[src/rtl/rst_seq_ctrl.sv]
// rst_seq_ctrl: merges reset requests into one stretched event, then releases rst_out[0..NOUT-1] staggered.
// Define RST_SEQ_CTRL_WDOG_EN to add a watchdog that counts in RUN and fires when it saturates.
module rst_seq_ctrl #(
  parameter int NREQ     = 2,
  parameter int NOUT     = 2,
  parameter int STRETCH  = 5,
  parameter int STAGGER  = 4,
  parameter int PERIOD_W = 14,
  parameter int WDOG_W   = 20
) (
  input  logic            ck,
  input  logic            rst,
  input  logic [NREQ-1:0] req,
  input  logic            periodic_en,
  input  logic            wdog_kick,
  output logic [NOUT-1:0] rst_out,
  output logic            busy,
  output logic [NREQ+2:0] cause
);
  typedef enum logic [1:0] {ASSERT, RELEASE, RUN} state_t;
  localparam int CW = $clog2(STRETCH + 1);
  localparam int SW = STAGGER > 0 ? $clog2(STAGGER + 1) : 1;
  state_t state;
  logic [CW-1:0] cnt;
  logic [SW-1:0] sc;
  logic [PERIOD_W-1:0] pcnt;
  logic per, wd, ev;
  logic [NREQ+2:0] src;
  logic [NOUT-1:0] nxt_out;
  assign per = periodic_en & (&pcnt);
  assign src = {wd, per, req, 1'b0};
  assign ev = |src;
  assign busy = state != RUN;
  // bits release from index 0 upward by shifting zeros in from the bottom
  assign nxt_out = STAGGER == 0 ? '0 : rst_out << 1;
`ifdef RST_SEQ_CTRL_WDOG_EN
  logic [WDOG_W-1:0] wcnt;
  assign wd = &wcnt;
  always_ff @(posedge ck or posedge rst)
    if (rst) wcnt <= '0;
    else wcnt <= (state != RUN || wdog_kick || wd) ? '0 : wcnt + 1'b1;
`else
  logic unused_wdog;
  assign wd = 1'b0;
  assign unused_wdog = wdog_kick | (WDOG_W == 0);
`endif
  always_ff @(posedge ck or posedge rst)
    if (rst) begin
      state   <= ASSERT;
      rst_out <= '1;
      cause   <= {{(NREQ+2){1'b0}}, 1'b1};
      cnt     <= CW'(STRETCH);
      sc      <= '0;
      pcnt    <= '0;
    end else begin
      pcnt <= pcnt + PERIOD_W'(periodic_en);
      if (ev) cause <= (state == RUN ? '0 : cause) | src;
      if (ev) begin
        state   <= ASSERT;
        rst_out <= '1;
        cnt     <= CW'(STRETCH);
      end else if (state == ASSERT) begin
        cnt <= cnt - 1'b1;
        if (cnt == CW'(1)) begin
          rst_out <= nxt_out;
          sc      <= SW'(STAGGER);
          state   <= nxt_out == '0 ? RUN : RELEASE;
        end
      end else if (state == RELEASE) begin
        sc <= sc - 1'b1;
        if (sc == SW'(1)) begin
          rst_out <= nxt_out;
          sc      <= SW'(STAGGER);
          if (nxt_out == '0) state <= RUN;
        end
      end
    end
endmodule
[config.mk]
export PLATFORM = sky130hd
export DESIGN_NAME = rst_seq_ctrl
export DESIGN_NICKNAME = d
export VERILOG_FILES = /design/src/rtl/rst_seq_ctrl.sv
export SDC_FILE = /design/constraint.sdc
export NUM_CORES = 1
export LEC_CHECK = 0
export CORE_MARGIN = 8
export CORE_UTILIZATION = 49
export DETAILED_ROUTE_END_ITERATION = 7
export GPL_ROUTABILITY_DRIVEN = 0
export GPL_TIMING_DRIVEN = 0
export PLACE_DENSITY_LB_ADDON = 0.12
export SYNTH_ARGS = -nofsm -noshare
export SYNTH_HDL_FRONTEND = slang
export SYNTH_SLANG_ARGS = --single-unit
[constraint.sdc]
create_clock -name ck -period 1.7 [get_ports ck]
set_clock_uncertainty 0.2 [all_clocks]
set_input_delay 0.34 -clock ck [delete_from_list [all_inputs] [get_ports ck]]
set_output_delay 0.34 -clock ck [all_outputs]
set_load 0.01 [all_outputs]
Figure 1. Metal 2 (run 1).
Drawn at 6 px/um.
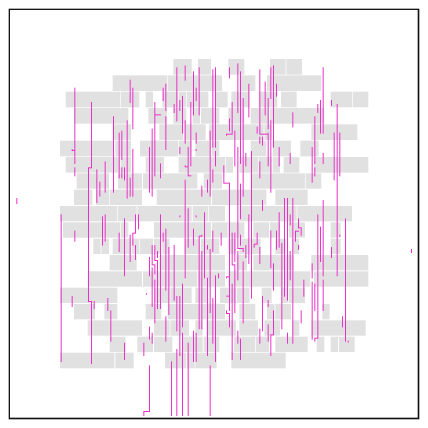
wire length on this layer = 1250 um
longest straight run = 28.6 um
share of all routed wire = 47%
nets with wire on the layer = 139
main direction = vertical

Figure 2. Ports around the boundary (run 1).
Drawn at 6 px/um. Pins as bars across the die edge, other pins in grey.
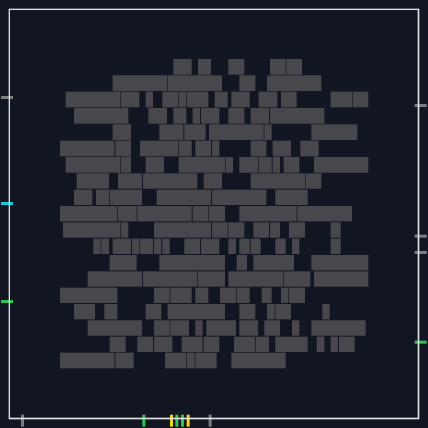
req -> yellow  # pins 2, direction input, edge south
cause -> green  # pins 5, direction output, edge 3 south, 1 west, 1 east
periodic_en -> cyan  # pins 1, direction input, edge west

Figure 3. Close-up of the layout (run 1).
Region (14, 14) to (54, 54) um. Cells in grey, sequential cells in the stronger grey; small squares are vias.
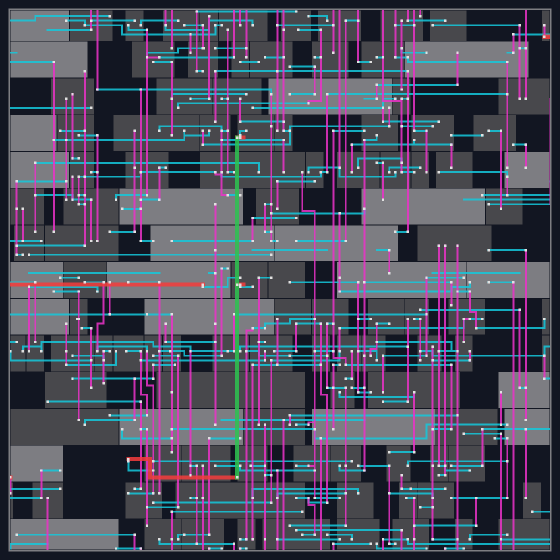
M1 -> cyan
M4 -> green
M3 -> red
M2 -> magenta
cells with their middle in the window = 107
netlist names of flops here include = pcnt (7), cause (2), state (2)
most frequent = buf_4 (14), dfrtp_1 (12), nand2_1 (11)
sequential cells in the window = 14

==> reports/summary.txt, run 1 <==
result of the run -> finished, violations left
violations in the final reports -> negative setup slack
routed metal-1 wire length -> 1.26 mm
cell total in the yosys stat output -> 117
half-perimeter wire length of the detailed placement result -> 1.66 mm
DRT iter0 DRCs -> 20
CP max FO -> 3
portion of netlist area occupied by mux cells -> 2.27%
Detail Route Antenna Nets -> 0
Reg-to-Reg Start -> pcnt[9]
sequential area share after synthesis -> 53.5%
synthesized area per cell -> 11.3 um2
number of cells on the critical path -> 4
Post-synth top cells -> sky130_fd_sc_hd__dfrtp_1 (23), sky130_fd_sc_hd__nand2_1 (12), sky130_fd_sc_hd__nor2_1 (8)
share of synthesized registers carrying an async set or reset -> 100%
number of logged tool warnings -> 32
CTS tree -> yes
sort of element at the end of the critical path -> register
crit path capture -> sc[0]
flop and latch count out of synthesis -> 28
Worst Max-Slew Pin Slew -> 0.599 ns
min Tclk post-route -> 1.78 ns
final-report setup violation count -> 3
synthesized-area fraction occupied by ao, oa, aoi and oai cells -> 8.42%
Layout Area Growth over Synthesis -> 34.6%
Hold WS -> 0.185 ns
Mapped Area -> 1320 um2
IO Count -> 14
utilization of the core after routing -> 66.9%
cell area after placement -> 1480 um2
final clock period utilization by the worst path -> 105%
XOR-XNOR Cells, Area Fraction -> 9.27%
setup slack after layout -> -0.0831 ns
[run 1: report_power, final]
group | internal (mW) | switching [mW] | total (mW)
Sequential | 0.763 | 0.100 | 0.863
Combinational | 0.157 | 0.137 | 0.294
Clock | 0.239 | 0.199 | 0.438
Total | 1.16 | 0.437 | 1.60
[run 1: per-layer routing]
metal  vias up  track usage [%]
li1        468                -
met1       447             16.4
met2        10             19.3
met3         5             3.11
met4         0             5.37
met5         -                0
[run 1: cell families after synthesis]
| family | Yosys count |
|---|---|
| adder cells (fa/ha/maj) | 6 |
| flip-flops | 28 |
| other | 1 |
| AND/OR/NAND/NOR | 41 |
| AND-OR/OR-AND | 17 |
| XOR/XNOR | 14 |
| multiplexers | 2 |
| buffers and inverters | 8 |
[run 1: area by class of cell]
class / count / area (um2)
clock inverter: 1 / 30.0
fill: 217 / 882
buffer: 1 / 7.51
timing repair buffer: 30 / 238
multi-input combinational: 81 / 706
sequential: 28 / 708
clock buffer: 3 / 22.5
inverter: 7 / 30.0
tap: 31 / 38.8
[run 1: sequential cells by signal, summed over array words and instances, names as in the netlist]
register	cells
cause	4
cnt	3
pcnt	14
rst_out	2
sc	3
state	2
[run 1: placed cells by master (no fill, tap or decap), drive strengths merged, types with 2 or more instances in the layout]
cell,count
dlygate4sd2,4
buf,21
clkdlybuf4s15,2
and3,2
clkbuf,4
nand4,4
o21ai,4
and4,2
dfstp,5
ha,6
clkdlybuf4s50,3
inv,6
nand2,12
xnor2,7
xor2,7
dfrtp,23
a21o,5
nand3,3
mux2,2
nor3,2
a21oi,4
nand2b,2
nor2,8
[run 1: what timing repair did]
action | in CTS | in global routing
gates cloned | 0 | 0
gates resized | 28 | 16
pin swaps | 7 | 6
setup endpoints to repair | 20 | 21
hold buffers | 0 | 0
buffers inserted | 13 | 6
endpoints found under the hold margin | 0 | 0
==> run 2, diff against run 1 <==
--- a/config.mk
+++ b/config.mk
@@ -8,9 +8,9 @@
 export CORE_MARGIN = 8
 export CORE_UTILIZATION = 49
 export DETAILED_ROUTE_END_ITERATION = 7
-export GPL_ROUTABILITY_DRIVEN = 0
 export GPL_TIMING_DRIVEN = 0
 export PLACE_DENSITY_LB_ADDON = 0.12
+export SKIP_LAST_GASP = 1
 export SYNTH_ARGS = -nofsm -noshare
 export SYNTH_HDL_FRONTEND = slang
 export SYNTH_SLANG_ARGS = --single-unit
Figure 4. Close-up of the layout (run 2).
Region (14, 14) to (54, 54) um. Cells in grey, sequential cells in the stronger grey; small squares are vias.
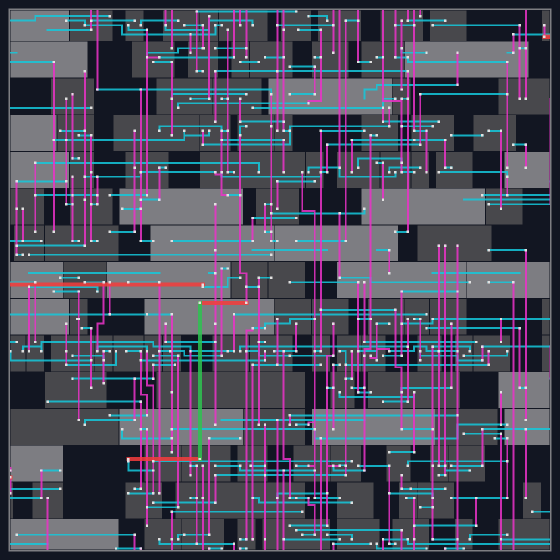
M1 -> cyan
M3 -> red
M4 -> green
M2 -> magenta
netlist names of flops here include = pcnt (7), cause (2), state (2)
most frequent = buf_4 (15), dfrtp_1 (12), nand2_1 (11)
sequential cells in the window = 14
cells with their middle in the window = 108

Figure 5. Metal layers overlaid (run 2).
Drawn at 6 px/um. Only two layers are drawn.
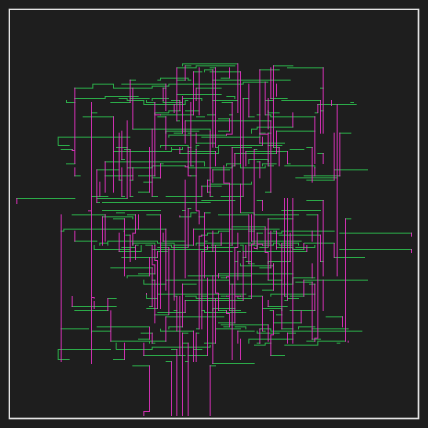
M2 -> magenta  # wire length 1260 um
M1 -> green  # wire length 1280 um
vias after detailed routing: 925
routed length per placed instance: 14.5 um
final wirelength: 2.65 mm
GRT Total Usage: 12.5%

==> reports/summary.txt, run 2 <==
result of the run -> finished, violations left
violations in the final reports -> negative setup slack
flop and latch count out of synthesis -> 28 (unchanged)
largest reg by FF count -> pcnt
half-perimeter wire length of the detailed placement result -> 1.66 mm (unchanged)
Detail Route Antenna Nets -> 0 (unchanged)
sort of element at the end of the critical path -> register
hold bufs inserted after CTS -> 0 (unchanged)
registers with the most flip-flops -> pcnt: 14 flops, cause: 4 flops
sequential area share after synthesis -> 53.5% (unchanged)
share of synthesized registers carrying an async set or reset -> 100% (unchanged)
GR met1 Demand/Resource -> 16.4% (unchanged)
cell total in the yosys stat output -> 117 (unchanged)
most common library cell in the layout ignoring fill and taps -> sky130_fd_sc_hd__dfrtp_1
IO Count -> 14 (unchanged)
synthesized area per cell -> 11.3 um2 (unchanged)
final clock period utilization by the worst path -> 105% (+0.12 points)
GR met3 Demand/Resource -> 2.95% (-0.16 points)
number of cells on the critical path -> 4 (unchanged)
Worst Max-Slew Pin Slew -> 0.600 ns (+0.000209 ns)
DRT iter0 DRCs -> 30 (+50%)
number of flip-flops under the largest register name -> 14 (unchanged)
Mapped Area -> 1320 um2 (unchanged)
final-report setup violation count -> 3 (unchanged)
Reg-to-Reg Start -> pcnt[9]
setup slack after layout -> -0.0851 ns (-0.00198 ns)
Top Usage Layer GRT -> met2
Figure 6. Metal 2 (run 2).
Drawn at 6 px/um.
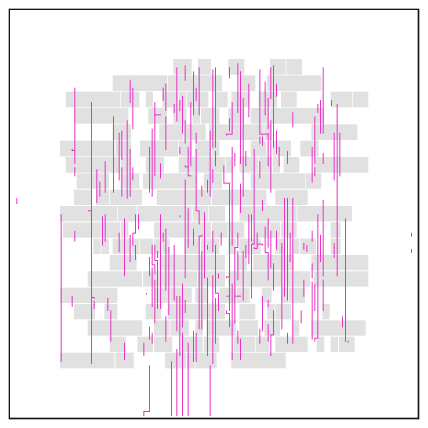
longest straight run = 43.5 um
wire length on this layer = 1260 um
share of all routed wire = 48%

## run 2: report_power, final
part	internal (mW)	total, mW	switching [mW]
Sequential	0.763	0.860	0.0974
Combinational	0.155	0.292	0.137
Clock	0.239	0.435	0.196
## run 2: area by class of cell
| cell class | instances | area [um2] |
|---|---|---|
| plain buffers | 1 | 7.51 |
| fillers | 214 | 877 |
| inverters | 7 | 30.0 |
| repair buffers | 31 | 245 |
| well taps | 31 | 38.8 |
| clock buffers | 3 | 22.5 |
| flip-flops and latches | 28 | 708 |
| clock inverters | 1 | 30.0 |
| multi-input cells | 81 | 703 |
## run 2: repair_timing
| item | 4_1_cts | 5_1_grt |
|---|---|---|
| setup buffers | 13 | 7 |
| resized | 25 | 17 |
| endpoints found under the setup margin | 20 | 22 |
| pin swaps | 7 | 6 |
## run 2: metrics by stage
stage          area (um2)  cells  utilization (%)  total power [mW]  hold slack, ns
2_1_floorplan        1330    117                -             0.999           0.202
3_3_place_gp         1480    159             55.6              1.05           0.259
3_5_place_dp         1480    159             55.6              1.06           0.269
4_1_cts              1680    176             62.9              1.56           0.161
5_1_grt              1790    183             67.1              1.68           0.196
6_report             1790    183             67.1              1.59           0.190
## run 2: worst max-delay path by stage
stage / start / to
after floorplan: pcnt[7] / sc[0]
after global placement: periodic_en / sc[1]
after detailed placement: periodic_en / sc[1]
after CTS: pcnt[10] / sc[1]
after global routing: pcnt[10] / sc[0]
final: pcnt[9] / sc[0]
## run 2: cells by family (layout without fill, tap and decap cells)
family,Yosys count,in the layout,synth area share (%)
AOI/OAI and AO/OA,17,17,8.42
xor gates and xnor gates,14,14,9.27
adders and majority gates,6,6,5.68
buffers and inverters,8,43,2.55
DFF,28,28,53.5
muxes,2,2,2.27
other,1,1,0.284
and+or+nand+nor,41,41,18.1
Power figures rest on the tool's default switching activity, not on a simulated workload.
